--- config.mk ---
export PLATFORM = sky130hd
export DESIGN_NAME = uart_receiver
export DESIGN_NICKNAME = d
export VERILOG_FILES = /design/src/rtl/uart_pkg.sv /design/src/rtl/uart_baud_gen.sv /design/src/rtl/uart_receiver.sv
export SDC_FILE = /design/constraint.sdc
export NUM_CORES = 1
export LEC_CHECK = 0
export CAP_MARGIN = 20
export CELL_PAD_IN_SITES_DETAIL_PLACEMENT = 1
export CELL_PAD_IN_SITES_GLOBAL_PLACEMENT = 1
export CORE_ASPECT_RATIO = 1.5
export CORE_MARGIN = 5
export CORE_UTILIZATION = 39
export DETAILED_ROUTE_END_ITERATION = 12
export PLACE_DENSITY_LB_ADDON = 0.05
export SYNTH_ARGS = -nofsm -noshare
export SYNTH_HDL_FRONTEND = slang
export SYNTH_SLANG_ARGS = --single-unit
export TNS_END_PERCENT = 50
--- constraint.sdc ---
create_clock -name clk -period 2.9 [get_ports clk]
set_clock_uncertainty 0.1 [all_clocks]
set_input_delay 0.87 -clock clk [delete_from_list [all_inputs] [get_ports clk]]
set_output_delay 0.87 -clock clk [all_outputs]
set_load 0.03 [all_outputs]
--- src/rtl/uart_pkg.sv ---
// uart_pkg: shared UART states, framing constants and baud divisor helper
package uart_pkg;
    typedef enum logic [1:0] {IDLE, START, DATA, STOP} state_t;
    localparam int OVERSAMPLE = 16;
    localparam int DATA_BITS = 8;
    function automatic int calc_div(input longint clk_hz, input longint baud);
        return int'(clk_hz / (baud * OVERSAMPLE));
    endfunction
endpackage

--- src/rtl/uart_baud_gen.sv ---
// uart_baud_gen: oversample tick generator, one tick every DIV clocks, held at zero by clear
module uart_baud_gen #(
    parameter int DIV = 651
) (
    input  logic clk,
    input  logic rst,
    input  logic clear,
    output logic tick
);
    localparam int W = DIV > 1 ? $clog2(DIV) : 1;
    logic [W-1:0] cnt;
    assign tick = !clear && cnt == W'(DIV - 1);
    always_ff @(posedge clk) begin
        if (rst || clear) cnt <= '0;
        else cnt <= tick ? '0 : cnt + 1'b1;
    end
endmodule

--- src/rtl/uart_receiver.sv ---
// uart_receiver: 16x oversampling 8N1 UART receiver, MSB first, with framing error and busy status
module uart_receiver
    import uart_pkg::*;
#(
    parameter int UART_INPUT_CLK = 100_000_000,
    parameter int baud_rate = 9600
) (
    input  logic       clk,
    input  logic       rst,
    input  logic       rx_en,
    input  logic       rx,
    output logic       busy,
    output logic       done,
    output logic       err,
    output logic [7:0] data
);
    localparam int DIV = calc_div(UART_INPUT_CLK, baud_rate);
    state_t state, state_n;
    logic rx_q, rx_s, tick, mid, last, done_n, err_n;
    logic [3:0] scnt, scnt_n;
    logic [2:0] bcnt, bcnt_n;
    logic [DATA_BITS-1:0] shreg, shreg_n, data_n;
    uart_baud_gen #(.DIV(DIV)) baud (
        .clk(clk),
        .rst(rst),
        .clear(state == IDLE),
        .tick(tick)
    );
    assign busy = state != IDLE;
    assign mid = tick && scnt == 4'(OVERSAMPLE / 2 - 1);
    assign last = tick && scnt == 4'(OVERSAMPLE - 1);
    always_comb begin
        state_n = state;
        scnt_n = scnt + 4'(tick);
        bcnt_n = bcnt;
        shreg_n = shreg;
        data_n = data;
        done_n = 1'b0;
        err_n = 1'b0;
        case (state)
            IDLE: begin
                scnt_n = '0;
                bcnt_n = '0;
                state_n = !rx_s && rx_en ? START : IDLE;
            end
            START: begin
                if (mid) begin
                    scnt_n = '0;
                    state_n = rx_s ? IDLE : DATA;
                end
            end
            DATA: begin
                if (last) begin
                    shreg_n = {shreg[DATA_BITS-2:0], rx_s};
                    bcnt_n = bcnt + 1'b1;
                    state_n = bcnt == 3'(DATA_BITS - 1) ? STOP : DATA;
                end
            end
            STOP: begin
                if (last) begin
                    state_n = IDLE;
                    done_n = rx_s;
                    err_n = !rx_s;
                    data_n = rx_s ? shreg : data;
                end
            end
            default: state_n = IDLE;
        endcase
        // losing the enable mid-frame drops the frame silently
        if (state != IDLE && !rx_en) begin
            state_n = IDLE;
            done_n = 1'b0;
            err_n = 1'b0;
            data_n = data;
        end
    end
    always_ff @(posedge clk) begin
        if (rst) begin
            state <= IDLE;
            rx_q <= 1'b1;
            rx_s <= 1'b1;
            scnt <= '0;
            bcnt <= '0;
            shreg <= '0;
            data <= '0;
            done <= 1'b0;
            err <= 1'b0;
        end else begin
            state <= state_n;
            rx_q <= rx;
            rx_s <= rx_q;
            scnt <= scnt_n;
            bcnt <= bcnt_n;
            shreg <= shreg_n;
            data <= data_n;
            done <= done_n;
            err <= err_n;
        end
    end
endmodule

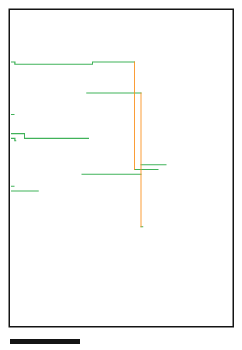
*Metal layers overlaid*
Scale bar: 20 um. Two of the layers only.
Green stands for metal 3, wire length 117 um. Orange stands for metal 4, wire length 68.7 um.

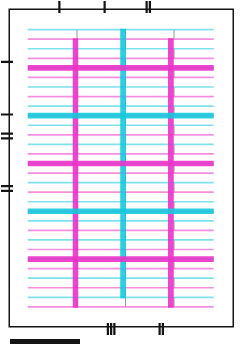
*Floorplan with the power grid*
Scale bar: 20 um. Pins as bars on the die edge. Tap cells in gray.
Cyan stands for VDD. Magenta stands for VSS.
3 straps on met4. 15 signal pins sit on the boundary.

## how the worst max path moves through the flow
stage / endpoint / slack [ns]
floorplan: busy / 1.07
global placement: data[2] / 0.54
detailed placement: baud.cnt[5] / 0.46
CTS: busy / 0.26
global route: busy / 0.18
finish: busy / 0.28
## per-layer routing
layer	global-route usage (%)	wire [um]
met5	0	0
met4	4.68	68
met3	4.99	116
met2	24.3	1920
met1	12.6	1330
## worst max-delay path: cells and delay by family (launching register included)
kind                   cells  cell delay [ns]
and+or+nand+nor            1             0.13
DFF                        1             0.50
buffers and inverters      2             0.73
## power groups by stage
stage | sequential [uW] | combinational [uW] | clock [uW]
after floorplan | 551 | 15.3 | 0
after global placement | 553 | 22.7 | 0
after detailed placement | 553 | 23.4 | 0
after CTS | 540 | 23.5 | 547
after global routing | 541 | 24.9 | 582
final | 540 | 23.2 | 534
## cell type report
| type | count | area [um^2] |
|---|---|---|
| multi-input cells | 121 | 826 |
| flip-flops and latches | 39 | 781 |
| repair buffers | 17 | 163 |
| fillers | 472 | 2180 |
| clock inverters | 3 | 67.6 |
| clock buffers | 5 | 68.8 |
| well taps | 46 | 57.6 |
| inverters | 8 | 30.0 |
## kinds of logic (layout without fill, tap and decap cells)
family	count (synthesis)	after routing	share of synthesized area (%)
and+or+nand+nor	78	78	25.5
DFF	39	39	47.0
muxes	16	16	9.65
buffers and inverters	13	33	3.24
AOI/OAI and AO/OA	11	11	4.82
xor gates and xnor gates	10	10	5.28
adders and majority gates	6	6	4.52
## Yosys cell counts, types with 6 or more instances
| cell | count |
|---|---|
| sky130_fd_sc_hd__dfxtp_1 | 39 |
| sky130_fd_sc_hd__nor2_1 | 19 |
| sky130_fd_sc_hd__nand2b_1 | 18 |
| sky130_fd_sc_hd__mux2i_1 | 16 |
| sky130_fd_sc_hd__nand2_1 | 14 |
| sky130_fd_sc_hd__inv_1 | 8 |
| sky130_fd_sc_hd__nand3_1 | 7 |
| sky130_fd_sc_hd__xnor2_1 | 7 |
| sky130_fd_sc_hd__ha_1 | 6 |
| sky130_fd_sc_hd__nor3_1 | 6 |
## sequential cells by signal, indices dropped and copies added, names as in the netlist, named ones only
register and cells:
baud.cnt 10, data 8, shreg 8, scnt 4, bcnt 3, done 1
err 1, rx_q 1, rx_s 1, state 1
## through the flow
| step | instances | utilization (%) |
|---|---|---|
| floorplan | 173 | - |
| global placement | 231 | 44.5 |
| CTS | 239 | 47.8 |
| finish | 239 | 47.8 |
| detailed placement | 231 | 44.5 |
| global route | 239 | 47.8 |
==> flow_results.xml <==
<?xml version="1.0" encoding="UTF-8"?>
<metrics>
  <group name="min_path">
    <metric name="hp-start" unit="">rx_q</metric>
    <metric name="hold_path_class" unit="">reg2reg</metric>
    <metric name="worst_hold_path.endpoint" unit="">rx_s</metric>
  </group>
  <group name="layout">
    <metric name="antennaDiodeCount" unit="">0</metric>
    <metric name="layout_top_cells" unit="">sky130_fd_sc_hd__dfxtp_1 (39), sky130_fd_sc_hd__nor2_1 (19), sky130_fd_sc_hd__nand2b_1 (18)</metric>
    <metric name="final_nets" unit="">202</metric>
    <metric name="syn2layout_area_growth" unit="%">20.0</metric>
  </group>
  <group name="synth">
    <metric name="number_of_enable_type_register_cells_in_the_synthesized_netlist" unit="">0</metric>
    <metric name="post_synth_inst_count" unit="">173</metric>
    <metric name="post_synth_main_area_contributors" unit="">sky130_fd_sc_hd__dfxtp_1 (47%), sky130_fd_sc_hd__mux2i_1 (9.6%), sky130_fd_sc_hd__nand2b_1 (6.8%)</metric>
    <metric name="yosysChipArea" unit="mm^2">0.00166</metric>
    <metric name="yosys.stat.seqShare" unit="%">47.0</metric>
    <metric name="synthDominantAreaCellType" unit="">sky130_fd_sc_hd__dfxtp_1</metric>
    <metric name="synth.yosys.num_cells" unit="">173</metric>
    <metric name="flops_after_synth" unit="">39</metric>
    <metric name="synth_top_flop_cell" unit="">sky130_fd_sc_hd__dfxtp_1</metric>
  </group>
  <group name="setup_path">
    <metric name="worstSetupEndpointType" unit="">output port</metric>
    <metric name="path_class" unit="">reg2out</metric>
    <metric name="r2r.worst_path.cells" unit="">9</metric>
    <metric name="critical_path.max_fanout" unit="">10</metric>
    <metric name="critPathLaunchType" unit="">flip-flop</metric>
    <metric name="r2r_setup_slack" unit="ns">0.92</metric>
    <metric name="crit_arrival" unit="ns">1.65</metric>
    <metric name="crit_path_start" unit="">state[0]</metric>
    <metric name="regToRegEndpoint" unit="">scnt[2]</metric>
  </group>
  <group name="power_and_ir_drop">
    <metric name="power_frac_clock" unit="%">48.6</metric>
    <metric name="power.internal" unit="uW">893</metric>
    <metric name="p_switching" unit="uW">204</metric>
    <metric name="power.switching_fraction" unit="%">18.6</metric>
    <metric name="p_leak" unit="uW">0.000701</metric>
  </group>
  <group name="detailed_routing">
    <metric name="drt_iter0_markers" unit="">32</metric>
    <metric name="remaining_routing_drc_violations" unit="">0</metric>
    <metric name="wl" unit="um">3430</metric>
    <metric name="drt_pass1_iterations" unit="">4</metric>
  </group>
  <group name="placed_design">
    <metric name="port_buffers" unit="">14</metric>
    <metric name="placedInstanceArea" unit="mm^2">0.00186</metric>
    <metric name="hpwl" unit="um">2630</metric>
    <metric name="globalplace.congestion" unit="">0.786</metric>
  </group>
  <group name="clock_network">
    <metric name="numCtsBuffers" unit="">5</metric>
    <metric name="tritoncts" unit="">yes</metric>
    <metric name="postCtsHoldBufs" unit="">0</metric>
    <metric name="root_driver" unit="">sky130_fd_sc_hd__clkbuf_8</metric>
    <metric name="clock.latency.late_pin" unit="ns">0.29</metric>
    <metric name="cts-htree-levels" unit="">2</metric>
    <metric name="clock_sinks" unit="">39</metric>
  </group>
  <group name="timing">
    <metric name="hold_viol_final" unit="">0</metric>
    <metric name="final_critical_path_setup_slack" unit="ns">0.278</metric>
    <metric name="finalCritPeriodShare" unit="%">90.4</metric>
    <metric name="tightestPinTransition" unit="ns">0.600</metric>
    <metric name="hold-worst-slack" unit="ns">0.314</metric>
  </group>
  <group name="floorplanning">
    <metric name="ioPinCount" unit="">15</metric>
    <metric name="starting_density" unit="%">39.8</metric>
    <metric name="die_height" unit="um">89.9</metric>
  </group>
  <group name="run_status">
    <metric name="status" unit="">completed</metric>
  </group>
  <group name="run">
    <metric name="openroad_warning_count" unit="">27</metric>
  </group>
  <group name="global_routing">
    <metric name="grt_pass1_wl" unit="um">5930</metric>
    <metric name="grt_pass1_vias" unit="">1308</metric>
  </group>
</metrics>
No activity file was given, so power comes from the tool's default toggle rates.
